run_1/pdn.png
The bar under the picture is 50 um long. Pins as bars on the die edge.
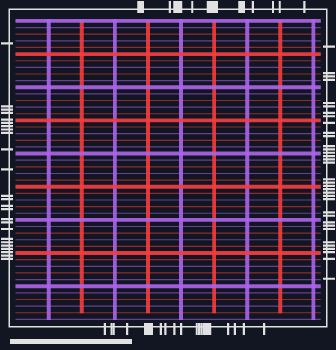
run_1/cell_classes.png
Fill, decap, tap and diode cells in gray.
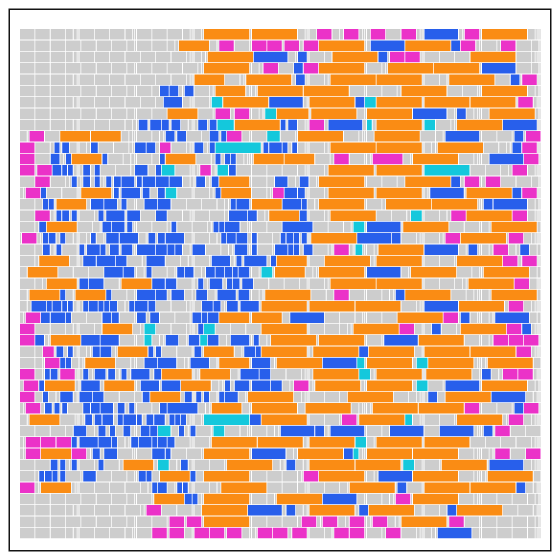
run_1/clock_map.png
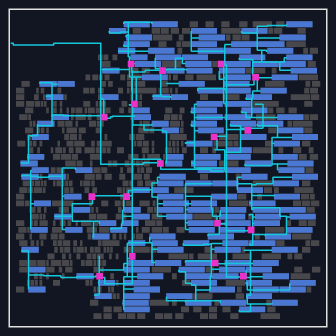
Design bram_stream_reader_flat, sky130hd; sources not shown.
==> out/qor.csv, run 1 <==
stage;metric;value;unit
global_routing;grt_max_degree;36;
drt;vias;4858;
logic_synthesis;synth_cell_types;48;
logic_synthesis;syn_inst;578;
global_routing;grt_pass1_wl;24.8;mm
setup_path;worst-path-buf-inv;2;
setup_path;crit_slowest_cell;clkdlybuf4s50_1;
final_layout;signal_buffers;108;
sta;finalSetupTns;0;ns
sta;min_period_over_period;93.2;%
logic_synthesis;syn_nets;665;
logic_synthesis;yosys-top-cells-count;edfxtp_1, nand2_1, dfxtp_1;
sta;final-hold-violation-count;0;
final_layout;inv_count;24;
final_layout;nonClkBufAreaFrac;11.5;%
drt;vias_per_cell;5.39;
final_layout;nFillCells;1213;
clocking;cts_hold_buf;0;
setup_path;start_kind;register;
drt;drt-total-wl;16.1;mm
final_layout;fin_cells;901;
setup_path;crit_chain;ha_1 -> a21o_1 -> a21o_1 -> a211oi_1 -> o21ai_2 -> inv_2 -> and2_1 -> clkdlybuf4s50_1;
drt;wl_met3;544;um
final_layout;area_delta_synth_final;19.4;%
logic_synthesis;synth_seq_share;62.2;%
sta;max_freq;0.223;GHz
logic_synthesis;yosys_area;0.00789;mm^2
global_routing;grtUsageMet2;35.2;%
global_routing;use_met1;24.1;%
run_status;status;finished clean;
drt;first_iter_violations;284;
global_routing;antenna_found_initial;0;
drt;route.met2.wl;8.39;mm
global_routing;track_usage;19.7;%
logic_synthesis;top_area_cell;edfxtp_1;
sta;setup_viol;0;
clocking;cts_sinks;179;
final_layout;clk_share;3.14;%
final_layout;sh_comb_area;29.5;%
logic_synthesis;top_cell_area_share;50.3;%
setup_path;worstPathMaxFanout;21;
floorplanning;die_area;0.0168;mm^2
drt;ant_nets;0;
logic_synthesis;ys_cells;578;
setup_path;cp-end-kind;output port;
placed_design;place.gp.congestion;0.855;
final_layout;drive_gt1_share;11.0;%
floorplanning;core_util_floorplan;51.5;%
drt;dr.pass1.iters;4;
clocking;cts_setup_buffers;0;
clocking;cts-root-buf;clkbuf_4;
floorplanning;ios;104;
logic_synthesis;synth_area_per_cell;13.6;um^2
clocking;h-tree-depth;4;
job;maxCapViolations;0;
setup_path;slowest_delay;0.59;ns
final_layout;mi_logic_area;0.00278;mm^2
placed_design;io_buffer_count;103;
sta;max_slew_margin;22.4;%
logic_synthesis;edf_count;132;
setup_path;path_depth;8;
drt;drc;0;
logic_synthesis;top_cell;edfxtp_1;
setup_path;cp_top_family;AND-OR/OR-AND gates;
sta;worstMarginPinSlew;1.16;ns
Notes on pdn.png above:
net	color
VDD	red
VSS	purple
met4 straps	9
signal pins	104
met1 rails	46
met5 straps	9
rows	45
core area: 0.0153 mm^2
die y size: 130 um
die x size: 130 um
IR drop worst, VDD: 0.000189 V

Notes on cell_classes.png above:
class	color	cells
clock drivers and dummy loads	cyan	32
all other logic	blue	371
flip-flops	orange	179
other buffers and delay cells	magenta	108
sequential cell area share: 52.1%
post-route design area: 0.00942 mm^2
site row count: 45
Layout Utilization: 61.5%

Notes on clock_map.png above:
[clock wires] cyan | length: 1850 um
[cells driving clock nets] magenta | count: 17
[flip-flops] blue | count: 179
flops lie	widely spread
routed clock nets	18
Power Clock: 0.870 mW
Setup Skew: 0.0266 ns
clock power share: 23.1%
Worst-Skew Late Latency: 0.57 ns

[run 1: report_power, final]
part	internal, mW	switching, mW	leakage, nW
clock	0.366	0.504	0.163
sequential	1.72	0.0827	1.58
combinational	0.553	0.542	1.44
total	2.64	1.13	3.18
[run 1: logic make-up after synthesis]
family	after synthesis	synth area share (%)
simple gates	180	11.6
flops	179	62.2
compound gates	74	5.89
buf+inv	52	2.62
mux	34	9.55
fa+ha+maj	30	4.95
xor+xnor	29	3.22
[run 1: per-stage QoR]
stage / area, um^2 / total power [mW] / setup slack (ns) / util, %
after floorplan: 7890 / 2.49 / 1.50 / -
after global placement: 9120 / 2.93 / 1.03 / 59.6
after detailed placement: 9120 / 2.95 / 0.985 / 59.6
after CTS: 9420 / 3.80 / 0.295 / 61.5
after global routing: 9420 / 3.94 / 0.113 / 61.5
final: 9420 / 3.77 / 0.325 / 61.5
[run 1: cells in the final DEF (no fill, tap or decap), types with 3 or more instances in the layout]
master	netlist	layout
a211oi_1	4	4
a21o_1	3	3
a21oi_1	36	36
a31oi_1	5	5
a41o_1	3	3
and2_1	41	37
and2_2	0	4
and3_1	3	3
and4_1	3	3
buf_4	0	4
bufinv_16	0	3
clkbuf_4	0	18
clkdlybuf4s50_1	0	103
clkinv_2	0	4
dfxtp_1	47	46
edfxtp_1	132	132
ha_1	28	28
inv_1	23	23
mux4_2	33	33
nand2_1	53	53
nand2b_1	6	6
nand3_1	8	8
nand4_1	4	4
nor2_1	34	34
nor2b_1	6	6
nor3_1	4	4
nor4_1	4	4
o211ai_1	3	3
o21ai_0	7	7
o31ai_1	3	3
or3_1	4	4
or4_1	6	6
xnor2_1	17	17
xor2_1	12	12
run_1/final_clocks.png
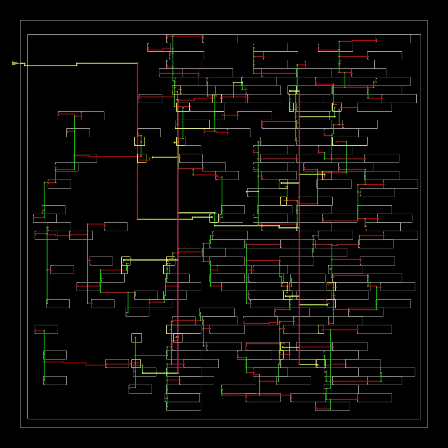

==> run 2, diff against run 1 <==
--- a/config.mk
+++ b/config.mk
@@ -11,6 +11,7 @@
 export CTS_BUF_LIST = sky130_fd_sc_hd__clkbuf_4
 export DETAILED_ROUTE_END_ITERATION = 8
 export PLACE_DENSITY = 0.7
+export SLEW_MARGIN = 15
 export SYNTH_ARGS = -nofsm -noshare
 export SYNTH_HDL_FRONTEND = slang
 export SYNTH_SLANG_ARGS = --single-unit
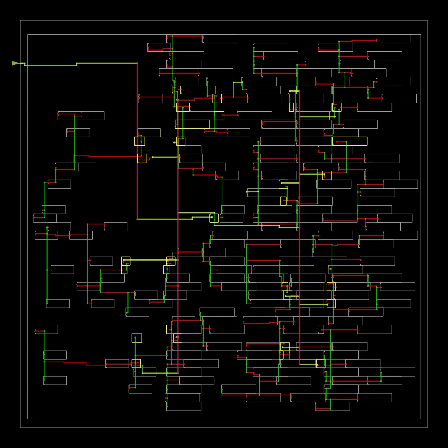
run_2/final_clocks.png
CLK BUF: 18
CTS sink cnt: 179
flop count: 179
CTS Buf Count: 17

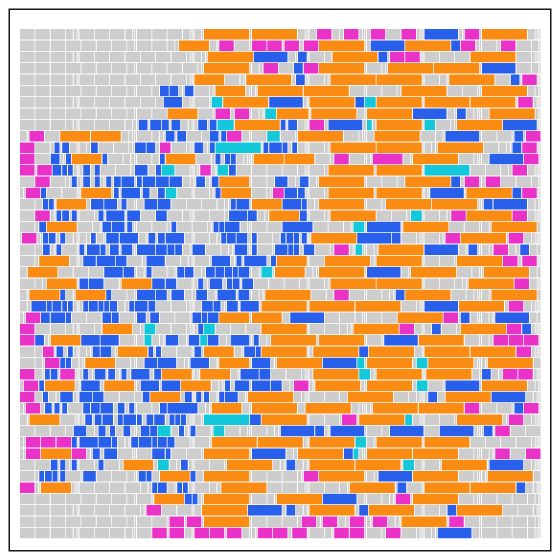
run_2/cell_classes.png
Fill, decap, tap and diode cells in gray.
class	color	cells
flip-flops	orange	179
other buffers and delay cells	magenta	108
clock drivers and dummy loads	cyan	32
all other logic	blue	371
post-route design area: 0.00942 mm^2
sequential cell area share: 52.1%
Layout Utilization: 61.5%

==> out/qor.csv, run 2 <==
stage;metric;value;unit;change
drt;first_iter_violations;284;;unchanged
setup_path;worstPathMaxFanout;21;;unchanged
floorplanning;dieHeight;130;um;unchanged
sta;max_freq;0.223;GHz;unchanged
logic_synthesis;top_cell_area_share;50.3;%;unchanged
placed_design;place_area;0.00912;mm^2;unchanged
drt;drt-total-wl;16.1;mm;unchanged
sta;finClkSkew;0.0266;ns;unchanged
setup_path;cp-end-kind;output port;;unchanged
logic_synthesis;edf_count;132;;unchanged
floorplanning;coreArea;0.0153;mm^2;unchanged
logic_synthesis;ys_cells;578;;unchanged
final_layout;fin_cells;901;;unchanged
drt;dr.pass1.iters;4;;unchanged
setup_path;cp_top_family;AND-OR/OR-AND gates;;unchanged
global_routing;grt_max_degree;36;;unchanged
floorplanning;rows;45;;unchanged
setup_path;start_kind;register;;unchanged
logic_synthesis;synth_area_per_cell;13.6;um^2;unchanged
logic_synthesis;yosys_area;0.00789;mm^2;unchanged
clocking;cts-root-buf;clkbuf_4;;unchanged
floorplanning;ios;104;;unchanged
pwr;total_power;3.77;mW;about the same
sta;final-hold-violation-count;0;;unchanged
final_layout;nFillCells;1212;;was 1213
sta;setup_viol;0;;unchanged
clocking;h-tree-depth;4;;unchanged
setup_path;crit_chain;ha_1 -> a21o_1 -> a21o_1 -> a211oi_1 -> o21ai_2 -> inv_2 -> and2_1 -> clkdlybuf4s50_1;;unchanged
drt;ant_nets;0;;unchanged
global_routing;antenna_found_initial;0;;unchanged
run_status;status;finished clean;;unchanged
job;maxCapViolations;0;;unchanged
drt;drc;0;;unchanged
final_layout;mi_logic_area;0.00278;mm^2;about the same
floorplanning;core_util_floorplan;51.5;%;unchanged
logic_synthesis;syn_nets;665;;unchanged
clocking;clkLatencyLatePin;0.57;ns;about the same
logic_synthesis;synth_cell_types;48;;unchanged
floorplanning;dieWidth;130;um;unchanged
final_layout;drive_gt1_share;11.2;%;was 11.0%
drt;vias;4858;;unchanged
clocking;cts_hold_buf;0;;unchanged
logic_synthesis;top_cell;edfxtp_1;;unchanged
final_layout;final_cell_mix;edfxtp_1, clkdlybuf4s50_1, nand2_1;;unchanged
==> run 2: power by group <==
part	internal, mW	total [mW]	switching (mW)
sequential	1.72	1.80	0.0827
clock	0.366	0.870	0.504
combinational	0.553	1.10	0.542
total	2.64	3.77	1.13
==> run 2: logic make-up after synthesis <==
family | count (synthesis) | synth area share, %
AND-OR/OR-AND | 74 | 5.89
XOR/XNOR | 29 | 3.22
adder cells (fa/ha/maj) | 30 | 4.95
buffers and inverters | 52 | 2.62
flip-flops | 179 | 62.2
multiplexers | 34 | 9.55
AND/OR/NAND/NOR | 180 | 11.6
==> run 2: metrics by stage <==
step           utilization (%)  setup slack, ns
3_5_place_dp              59.6            0.985
5_1_grt                   61.5            0.113
2_1_floorplan                -             1.50
6_report                  61.5            0.325
4_1_cts                   61.5            0.295
3_3_place_gp              59.6             1.03
==> run 2: area by class of cell <==
type	count	area share, %
clock buffers	18	1.43
clock inverters	14	1.70
well taps	211	2.80
repair buffers	108	11.5
inverters	24	0.956
multi-input cells	347	29.5
flip-flops and latches	179	52.1
==> run 2: worst min-delay path, stage by stage (launching register included) <==
cell and delay (ns):
dfxtp_1 0.34, nand2_1 0.05, a21oi_1 0.05
==> run 2: routing by layer <==
metal	wire, um	track usage (%)	vias up	share of wire, %
met5	0	0	-	0
met4	265	6.70	0	1.6
met3	544	3.67	20	3.4
met2	8390	35.2	103	52
met1	6920	24.1	2398	43
li1	-	-	2337	-
Power figures rest on the tool's default switching activity, not on a simulated workload.
